**config.mk**
```make
export PLATFORM = sky130hd
export DESIGN_NAME = instr_fetch_unit
export DESIGN_NICKNAME = d
export VERILOG_FILES = /design/src/rtl/instr_fetch_unit.sv
export SDC_FILE = /design/constraint.sdc
export NUM_CORES = 1
export LEC_CHECK = 0
export CAP_MARGIN = 20
export CORE_MARGIN = 3
export CORE_UTILIZATION = 39
export DETAILED_ROUTE_END_ITERATION = 6
export PLACE_DENSITY = 0.9
export REMOVE_ABC_BUFFERS = 1
export SLEW_MARGIN = 25
export SYNTH_ARGS = -nofsm -noshare
export SYNTH_HDL_FRONTEND = slang
export SYNTH_SLANG_ARGS = --single-unit
```
**constraint.sdc**
```tcl
create_clock -name clk -period 1.9 [get_ports clk]
set_input_delay 0.38 -clock clk [delete_from_list [all_inputs] [get_ports clk]]
set_output_delay 0.38 -clock clk [all_outputs]
set_load 0.03 [all_outputs]
```
**src/rtl/instr_fetch_unit.sv**
```systemverilog
// Single-outstanding instruction fetch unit: owns the PC, fetches over valid/ready, presents to decode.
// Optional misaligned-PC fault detection when FETCH_ALIGN_CHK_EN is defined.
module instr_fetch_unit #(
    parameter logic [31:0] RESET_PC = 32'h0000_3000
) (
    input  logic        clk,
    input  logic        rst_n,
    output logic        imem_req_valid,
    input  logic        imem_req_ready,
    output logic [31:0] imem_req_addr,
    input  logic        imem_rsp_valid,
    input  logic [31:0] imem_rsp_data,
    output logic        if_valid,
    input  logic        if_ready,
    output logic [31:0] if_pc,
    output logic [31:0] if_instr,
    output logic [15:0] imm16,
    output logic [25:0] imm26,
    input  logic [31:0] npc_in,
    input  logic        redirect_valid,
    input  logic [31:0] redirect_pc,
    input  logic        halt,
    output logic        halted,
    output logic        fetch_fault
);

`ifdef FETCH_ALIGN_CHK_EN
    typedef enum logic [2:0] {S_REQ, S_WAIT, S_HOLD, S_DRAIN, S_HALT, S_FAULT} state_t;
`else
    typedef enum logic [2:0] {S_REQ, S_WAIT, S_HOLD, S_DRAIN, S_HALT} state_t;
`endif

    state_t      state_q, state_d;
    logic [31:0] pc_q, pc_d;
    logic [31:0] instr_q, instr_d;
    logic [31:0] if_pc_q, if_pc_d;
    logic        req_valid_q, req_valid_d;
    logic        if_valid_q, if_valid_d;
    logic        halted_q, halted_d;
    logic        accept, consume, owed;
`ifdef FETCH_ALIGN_CHK_EN
    logic        fault_q, fault_d;
    logic        owe_q, owe_d;
`endif

    // Without the checker, loaded PCs are silently word-aligned.
    function automatic logic [31:0] load_pc(input logic [31:0] v);
`ifdef FETCH_ALIGN_CHK_EN
        return v;
`else
        return v & ~32'h3;
`endif
    endfunction

    assign accept  = req_valid_q & imem_req_ready;
    assign consume = if_valid_q & if_ready;

    always_comb begin
        state_d = state_q;
        pc_d    = pc_q;
        instr_d = instr_q;
        if_pc_d = if_pc_q;
        owed    = 1'b0;
`ifdef FETCH_ALIGN_CHK_EN
        owe_d   = owe_q;
`endif
        if (redirect_valid) begin
            pc_d = load_pc(redirect_pc);
            // A response is still owed if a request is in flight and not returning this cycle;
            // a response landing in DRAIN alongside the redirect settles the debt.
            owed = ((state_q == S_REQ) && accept) ||
                   (((state_q == S_WAIT) || (state_q == S_DRAIN)) && !imem_rsp_valid);
`ifdef FETCH_ALIGN_CHK_EN
            if ((state_q == S_FAULT) && owe_q && !imem_rsp_valid) owed = 1'b1;
            if (redirect_pc[1:0] != 2'b00) begin
                state_d = S_FAULT;
                owe_d   = owed;
            end else begin
                state_d = owed ? S_DRAIN : S_REQ;
                owe_d   = 1'b0;
            end
`else
            state_d = owed ? S_DRAIN : S_REQ;
`endif
        end else begin
            case (state_q)
                S_REQ: if (accept) state_d = S_WAIT;
                S_WAIT: begin
                    if (imem_rsp_valid) begin
                        state_d = S_HOLD;
                        instr_d = imem_rsp_data;
                        if_pc_d = pc_q;
                    end
                end
                S_HOLD: begin
                    if (consume) begin
                        pc_d    = load_pc(npc_in);
                        state_d = halt ? S_HALT : S_REQ;
`ifdef FETCH_ALIGN_CHK_EN
                        if (npc_in[1:0] != 2'b00) begin
                            state_d = S_FAULT;
                            owe_d   = 1'b0;
                        end
`endif
                    end
                end
                S_DRAIN: if (imem_rsp_valid) state_d = S_REQ;
                S_HALT: state_d = S_HALT;
`ifdef FETCH_ALIGN_CHK_EN
                S_FAULT: if (imem_rsp_valid) owe_d = 1'b0;
`endif
                default: state_d = S_REQ;
            endcase
        end
        req_valid_d = (state_d == S_REQ);
        if_valid_d  = (state_d == S_HOLD);
        halted_d    = (state_d == S_HALT);
`ifdef FETCH_ALIGN_CHK_EN
        fault_d     = (state_d == S_FAULT);
`endif
    end

    // Outputs are registered from the next state, so request valid first rises one edge after reset.
    always_ff @(posedge clk or negedge rst_n) begin
        if (!rst_n) begin
            state_q     <= S_REQ;
            pc_q        <= RESET_PC;
            instr_q     <= 32'h0;
            if_pc_q     <= 32'h0;
            req_valid_q <= 1'b0;
            if_valid_q  <= 1'b0;
            halted_q    <= 1'b0;
`ifdef FETCH_ALIGN_CHK_EN
            fault_q     <= 1'b0;
            owe_q       <= 1'b0;
`endif
        end else begin
            state_q     <= state_d;
            pc_q        <= pc_d;
            instr_q     <= instr_d;
            if_pc_q     <= if_pc_d;
            req_valid_q <= req_valid_d;
            if_valid_q  <= if_valid_d;
            halted_q    <= halted_d;
`ifdef FETCH_ALIGN_CHK_EN
            fault_q     <= fault_d;
            owe_q       <= owe_d;
`endif
        end
    end

    assign imem_req_valid = req_valid_q;
    assign imem_req_addr  = pc_q;
    assign if_valid       = if_valid_q;
    assign if_pc          = if_pc_q;
    assign if_instr       = instr_q;
    assign imm16          = instr_q[15:0];
    assign imm26          = instr_q[25:0];
    assign halted         = halted_q;
`ifdef FETCH_ALIGN_CHK_EN
    assign fetch_fault    = fault_q;
`else
    assign fetch_fault    = 1'b0;
`endif

endmodule

```
Fig. 1: clock nets
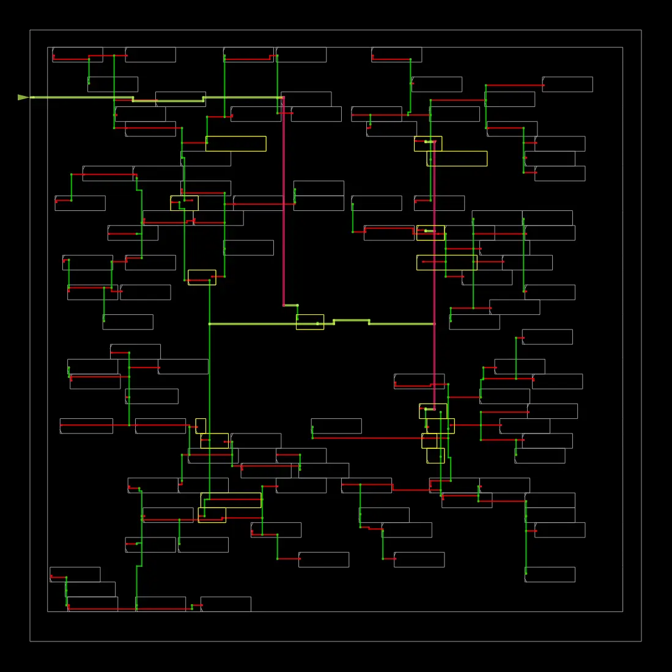
Flops: 98
Sink Count: 98

==> Changelog: implementation <==
## Implementation

* Combinational power share at 0.554
* Arrival time at the worst endpoint at 1.46 ns
* Standard cell with the maximum stage delay on the critical path: clkdlybuf4s50_1
* PD cells at 1700 nW/um2
* First-pass GRT wire length at 17700 um
* Synth area leader: dfrtp_1
* Mapped Cells at 345
* Share of total power in sequential cells at 0.298
* Die span in y at 112 um
* Yosys top cell area share at 0.549
* Final instance area at 6850 um2
* Overall Global Routing Usage at 0.176
* TritonRoute pass-1 iters at 4
* RePlAce Congestion at 0.797
* ANT nets after route at 0
* Fraction of layout cells with a size suffix above 1 at 0.165
* Critical path startpoint: imem_req_addr[19]$_DFFE_PN0P_
* Clk buf depth at 2
* Total CTS buffers at 9
* Vias in the first global route at 3423
* Status: finished clean
* Area Growth Syn to Fin at 56.5%
* Leak pwr at 2.93 nW
* Setup Buffers After CTS at 0
* Detail-routed via count per cell at 4.75
* Startpoint types: flip-flop
* Post-DP HPWL at 8380 um
* Root Buffer: clkbuf_8
* Worst r2r src: state_q[1]$_DFF_PN0_
* Die ar. at 12500 um2
* Max-cap violations at 0
* Comb gate area at 1450 um2
* Cell Area, Placed at 6580 um2
* GR Util met1 at 0.197
* Number of synthesized register bits at 98
* Ranking of synthesized cells by area: dfrtp_1 55%, mux2_2 14%, buf_4 8.1%
* Worst Setup Path Type: reg -> out
* Area of the mapped netlist at 4380 um2
* Slew margin rel. at 0.654
* Antenna violations before repair at 1
* Final Hold Viols at 0
* Yosys cell count at 345
* Unique masters post-synth at 27
* Period utilization at 0.971
* Syn_area_per_cell at 12.7 um2
* Clock power share at 0.148
* FP Rows at 38
* Net switching power at 4.86 mW
* Critical Path Max Stage Delay at 0.71 ns
* Clk_lat worst skew at 0.35 ns
Fig. 2: I/O nets highlighted
Scale: 4 px per um.
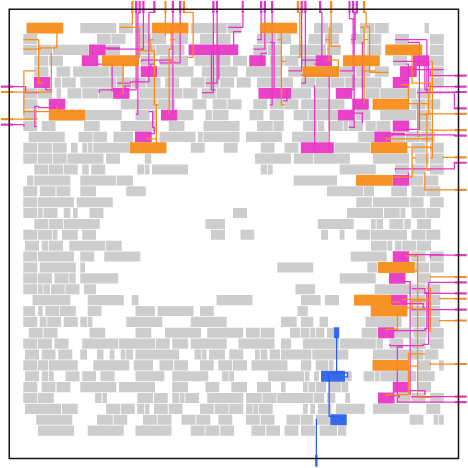
magenta -> imem_rsp_data  # bits 32, direction input, edge 18 north, 12 east, 2 west, end cells 32, buffers 32, wire 890 um
orange -> imm16  # bits 16, direction output, edge 8 east, 6 north, 2 west, end cells 16, buffers 16, wire 592 um
blue -> if_ready  # bits 1, direction input, edge south, end cells 4, buffers 1, wire 42.1 um
IO Count: 245
# port buffers: 235

[sequential cells by signal, summed over array words and instances, names as in the netlist]
name            count
if_pc              30
imem_req_addr      30
if_instr           32
imem_req_valid      1
state_q             3
if_valid            1
halted              1
[cells in the final DEF (no fill, tap or decap), types with 4 or more instances in the layout]
master / Yosys / final
buf_12: 0 / 4
dfrtp_1: 96 / 96
clkdlybuf4s50_1: 0 / 227
a21oi_1: 32 / 32
clkbuf_8: 0 / 9
mux2_2: 54 / 54
dlymetal6s2s_1: 0 / 4
mux2i_1: 30 / 30
buf_4: 47 / 11
nor2_1: 36 / 36
conb_1: 1 / 5
mux2_1: 8 / 8
bufinv_16: 0 / 4
[per-layer routing]
metal / up-vias / routed length (um)
li1: 1521 / -
met4: 2 / 214
met5: - / 13
met2: 158 / 5870
met1: 1563 / 4100
met3: 16 / 991
[repair_timing]
item,CTS,global route
pin swaps,0,0
setup endpoints to repair,2,5
hold buffers,0,0
gates cloned,0,0
gates resized,2,4
[power groups by stage]
stage	logic, mW	registers, mW	clock network (mW)
6_report	6.44	3.47	1.73
5_1_grt	6.70	3.59	1.87
4_1_cts	6.52	3.48	1.78
3_5_place_dp	6.50	3.52	0
3_3_place_gp	6.39	3.44	0
2_1_floorplan	0.944	5.93	0
[metrics by stage]
| step | total power [mW] | utilization | setup slack [ns] | hold WS [ns] | std cells |
|---|---|---|---|---|---|
| floorplan | 6.87 | - | -1.23 | 0.0844 | 282 |
| global placement | 9.83 | 0.604 | -0.0986 | 0.469 | 671 |
| detailed placement | 10.0 | 0.604 | -0.135 | 0.479 | 671 |
| CTS | 11.8 | 0.629 | 0.00969 | 0.0834 | 687 |
| global route | 12.2 | 0.630 | 0.0000387 | 0.0913 | 687 |
| finish | 11.6 | 0.630 | 0.0553 | 0.0678 | 687 |
[kinds of logic after synthesis]
group                  share of synthesized area
multiplexers                               0.228
AND-OR/OR-AND                             0.0517
other                                   0.000856
AND/OR/NAND/NOR                           0.0463
flip-flops                                 0.561
buffers and inverters                      0.113
[synthesized netlist by cell type (all sizes together)]
| cell type | count |
|---|---|
| dfrtp | 96 |
| buf | 66 |
| mux2 | 62 |
| nor2 | 36 |
| a21oi | 32 |
| mux2i | 30 |
| nand2 | 3 |
| dfstp | 2 |
| nor2b | 2 |
| nor3 | 2 |
| a211oi | 1 |
| a21o | 1 |
| a31oi | 1 |
| a32oi | 1 |
| a41o | 1 |
| a41oi | 1 |
| and3 | 1 |
| clkbuf | 1 |
| conb | 1 |
| inv | 1 |
| nand2b | 1 |
| nor4 | 1 |
| o311ai | 1 |
| o31a | 1 |
[cell type report]
type                       count  share of cell area
sequential                    98               0.358
timing repair buffer         249               0.366
clock buffer                   9              0.0181
inverter                       1            0.000548
multi-input combinational    183               0.211
tap                          140              0.0256
clock inverter                 7              0.0206
No activity file was given, so power comes from the tool's default toggle rates.
